## src/rtl/alu_exec_stage.sv

```systemverilog
// Single-cycle ALU execute stage with a 2-entry (output + skid) result buffer.
// Valid/ready handshake: a transfer happens on any rising edge where valid && ready.
module alu_exec_stage #(
  parameter int WIDTH = 32
) (
  input  logic             clk,
  input  logic             rst_n,
  input  logic             in_valid,
  output logic             in_ready,
  input  logic [2:0]       in_op,
  input  logic [WIDTH-1:0] in_a,
  input  logic [WIDTH-1:0] in_b,
  output logic             out_valid,
  input  logic             out_ready,
  output logic [WIDTH-1:0] out_res,
  output logic             out_zero,
  output logic             out_cout,
  output logic             out_err
);

  localparam logic [2:0] OP_AND = 3'b000;
  localparam logic [2:0] OP_OR  = 3'b001;
  localparam logic [2:0] OP_ADD = 3'b010;
  localparam logic [2:0] OP_XOR = 3'b011;
  localparam logic [2:0] OP_NOR = 3'b100;
  localparam logic [2:0] OP_SUB = 3'b110;
  localparam logic [2:0] OP_SLT = 3'b111;

  localparam logic [1:0] EMPTY = 2'd0;
  localparam logic [1:0] ONE   = 2'd1;
  localparam logic [1:0] FULL  = 2'd2;

  // Packed result layout: {err, cout, zero, res}
  localparam int PW = WIDTH + 3;

  logic [1:0]       state;
  logic [1:0]       state_nxt;
  logic [PW-1:0]    out_pkt;
  logic [PW-1:0]    skid_pkt;
  logic [PW-1:0]    fn_pkt;

  logic             sub_mode;
  logic [WIDTH-1:0] addend_b;
  logic [WIDTH:0]   sum;
  logic [WIDTH-1:0] f_res;
  logic             f_cout;
  logic             f_err;

  logic             accept;
  logic             drain;
  logic             load_out_fn;
  logic             load_out_skid;
  logic             load_skid;

  // SUB and SLT share the adder as a + ~b + 1
  assign sub_mode = (in_op == OP_SUB) || (in_op == OP_SLT);
  assign addend_b = sub_mode ? ~in_b : in_b;
  assign sum      = {1'b0, in_a} + {1'b0, addend_b} + {{WIDTH{1'b0}}, sub_mode};

  always_comb begin
    f_res  = '0;
    f_cout = 1'b0;
    f_err  = 1'b0;
    case (in_op)
      OP_AND: f_res = in_a & in_b;
      OP_OR:  f_res = in_a | in_b;
      OP_ADD, OP_SUB: begin
        f_res  = sum[WIDTH-1:0];
        f_cout = sum[WIDTH];
      end
      OP_XOR: f_res = in_a ^ in_b;
      OP_NOR: f_res = ~(in_a | in_b);
      OP_SLT: begin
        f_res  = {{(WIDTH-1){1'b0}}, ~sum[WIDTH]};
        f_cout = sum[WIDTH];
      end
      default: f_err = 1'b1;
    endcase
  end

  assign fn_pkt = {f_err, f_cout, (f_res == '0), f_res};

  assign accept = in_valid && in_ready;
  assign drain  = out_valid && out_ready;

  always_comb begin
    state_nxt     = state;
    load_out_fn   = 1'b0;
    load_out_skid = 1'b0;
    load_skid     = 1'b0;
    case (state)
      EMPTY: begin
        if (accept) begin
          state_nxt   = ONE;
          load_out_fn = 1'b1;
        end
      end
      ONE: begin
        if (accept && drain) begin
          load_out_fn = 1'b1;
        end else if (accept) begin
          state_nxt = FULL;
          load_skid = 1'b1;
        end else if (drain) begin
          state_nxt = EMPTY;
        end
      end
      FULL: begin
        if (drain) begin
          state_nxt     = ONE;
          load_out_skid = 1'b1;
        end
      end
      default: state_nxt = EMPTY;
    endcase
  end

  // in_ready and out_valid are their own flops so neither leaks a combinational path
  always_ff @(posedge clk) begin
    if (!rst_n) begin
      state     <= EMPTY;
      in_ready  <= 1'b1;
      out_valid <= 1'b0;
      out_pkt   <= '0;
      skid_pkt  <= '0;
    end else begin
      state     <= state_nxt;
      in_ready  <= (state_nxt != FULL);
      out_valid <= (state_nxt != EMPTY);
      if (load_out_fn) begin
        out_pkt <= fn_pkt;
      end else if (load_out_skid) begin
        out_pkt <= skid_pkt;
      end
      if (load_skid) begin
        skid_pkt <= fn_pkt;
      end
    end
  end

  assign out_res  = out_pkt[WIDTH-1:0];
  assign out_zero = out_pkt[WIDTH];
  assign out_cout = out_pkt[WIDTH+1];
  assign out_err  = out_pkt[WIDTH+2];

endmodule

```

## config.mk

```make
export PLATFORM = sky130hd
export DESIGN_NAME = alu_exec_stage
export DESIGN_NICKNAME = d
export VERILOG_FILES = /design/src/rtl/alu_exec_stage.sv
export SDC_FILE = /design/constraint.sdc
export NUM_CORES = 1
export LEC_CHECK = 0
export ABC_CLOCK_PERIOD_IN_PS = 3700
export CAP_MARGIN = 40
export CORE_UTILIZATION = 25
export DETAILED_ROUTE_END_ITERATION = 12
export RECOVER_POWER = 100
export SYNTH_ARGS = -nofsm -noshare
export SYNTH_HDL_FRONTEND = slang
export SYNTH_SLANG_ARGS = --single-unit
```

## constraint.sdc

```tcl
create_clock -name clk -period 3.7 [get_ports clk]
set_input_delay 0.555 -clock clk [delete_from_list [all_inputs] [get_ports clk]]
set_output_delay 0.555 -clock clk [all_outputs]
set_load 0.005 [all_outputs]
```

==> run summary <==
yosys + openroad results -> Simple-Gate Area Share about a quarter, number of non-clock inverters in the layout around 78, topmost layer with routed signal wires met4, count of standard-cell rows 64, fraction of final layout cells sized beyond drive strength 1 18.7%, cell count along the critical path 14, top-level port count ~110, measured slew at the worst slew-check pin 1.09 ns, fraction of cell area in non-clock buffers between 20% and 30%, Layout Cells excl Fill between 1500 and 2000, number of instances in the placed design about 1700, met2 track demand over resource in global routing ~29%, sequential cell power approximately 930 uW, area fraction in full adders, half adders and majority gates 16.3%, registers with the most flip-flops out_pkt: 35 flops, skid_pkt: 35 flops, state: 2 flops, number of maximum-capacitance constraint violations 0, CP cell instances clkdlybuf4s50_1, xor2_1, buf_4, ha_1, nand4_1, buf_4, o221ai_1, a31o_1, xor2_1, a22oi_1, nand4_1, nor4b_2, nand4_1, o22ai_1, Tool Warnings approximately 62, final period demand of the worst path approximately 3.5 ns, internal power contribution ~2300 uW, floorplan die width 179 microns, number of ordinary and repair buffers in the finished layout 304, hold_buf cts 0, Hold Crit Endpoint skid_pkt[32], number of DRC markers in iteration 0 between 500 and 600, flip-flop and latch area about 1500 sq um, end of the worst register-to-register path out_pkt[5], Comb group about 1800 uW, amount of wire on met3 after detailed routing ~1.4 mm, yosys synthesis chip area between 7000 and 8000 sq um, Resized cells post-CTS 9, mapped cell area 7800 sq um, wire length per cell about 17 microns, top logic cell by instance count in the layout nand2_1, Die Size about 32000 sq um, multi-input gate share of the layout cell area between 50% and 60%, clock root cell clkbuf_16, maximum VDD drop about 0.24 mV, number of buffers and inverters on the critical path 3, DRC violations left 0, commonest cells after routing, fill and taps aside 174 x nand2_1, 169 x buf_4, 97 x ha_1, most instantiated cells after synthesis 174 x nand2_1, 100 x ha_1, 85 x nor2_1, 76 x a21oi_1, 76 x inv_1, cell type taking the most area logic gates, power density normalized to cell area 324 nW/um^2, biggest power consumer among the groups combinational cells, cell area after layout 11000 sq um, clock latency of the later-clocked register in the worst-skew pair 0.33 ns, worst setup path end out_pkt[32], combinational gate count between 800 and 900, hold violation count in the final report 0, global-route wire length before repair between 40 and 50 mm, final-layout setup total negative slack 0 ns, final global-route overflow total 0, startpoint of the lowest-slack register-to-register path out_valid, startpoint type of the worst setup path input port, maximum buffer depth of the clock tree 2, setup slack on the worst flop-to-flop path around 1.0 ns, critical path peak fanout 3, Net Sw Frac ~36%, wire length on met1 ~14 mm, routed length on met2 between 10 and 15 mm, Synth top cell by count nand2_1, clk_skew 0.00478 ns, start-to-end type of the worst setup path in2reg, Worst setup startpoint in_b[1], DP Worst Slack -0.478 ns, run status finished, final reports clean, # fillers ~3200, XOR/XNOR Area Share under 10%, share of the yosys chip area belonging to registers a little under a fifth
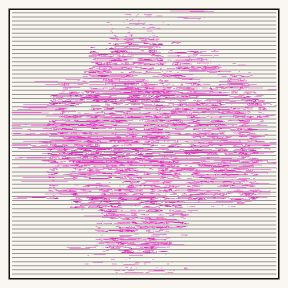
**Above:** metal 1.
(1.5 px per micron) Supply wires on this layer in grey.
The layer carries 13700 microns of wire. The wires run mostly horizontal. The longest straight run is 73.6 microns. The layer holds 47% of the routed length. 1369 nets have wire on it.
detailed-route wire length: 28.8 mm
GR Layer Usage met1: 24.6%

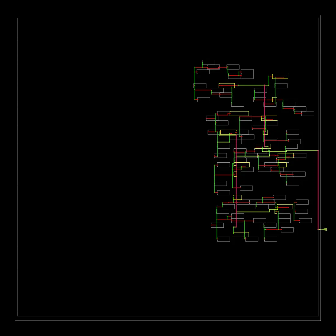
**Above:** clock routing.
number of buffers inserted during clock tree synthesis: 9
clock sink count: 74
number of clock buffer instances in the layout: 12
number of sequential storage elements: 74
clock group total power: 880 uW

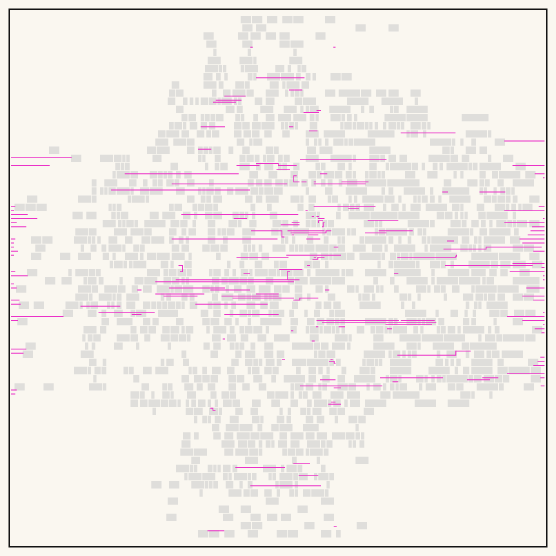
**Above:** signal wires on met3.
(3 px per micron) Cells faint in the background.
The wires run mostly horizontal. The longest straight run is 46.0 microns. The layer holds 5.0% of the routed length. 133 nets have wire on it.

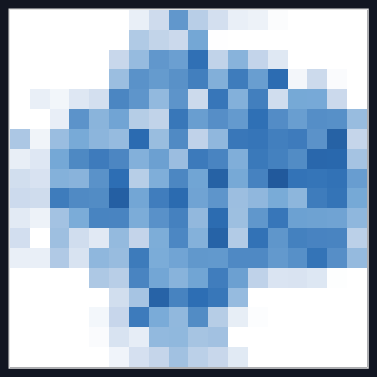
**Above:** local utilization.
(2 px per micron) The die is cut into 18 by 18 equal tiles; white is low, dark blue is high, 0 to 100% covered.
3.7% of the tiles are over 75% full. The emptiest ninth of the die: south-west. The fullest tile reaches 83%. 29% of the tiles are nearly empty. The densest ninth of the die: east. The mean over all tiles is 33%.

No activity file was given, so power comes from the tool's default toggle rates.
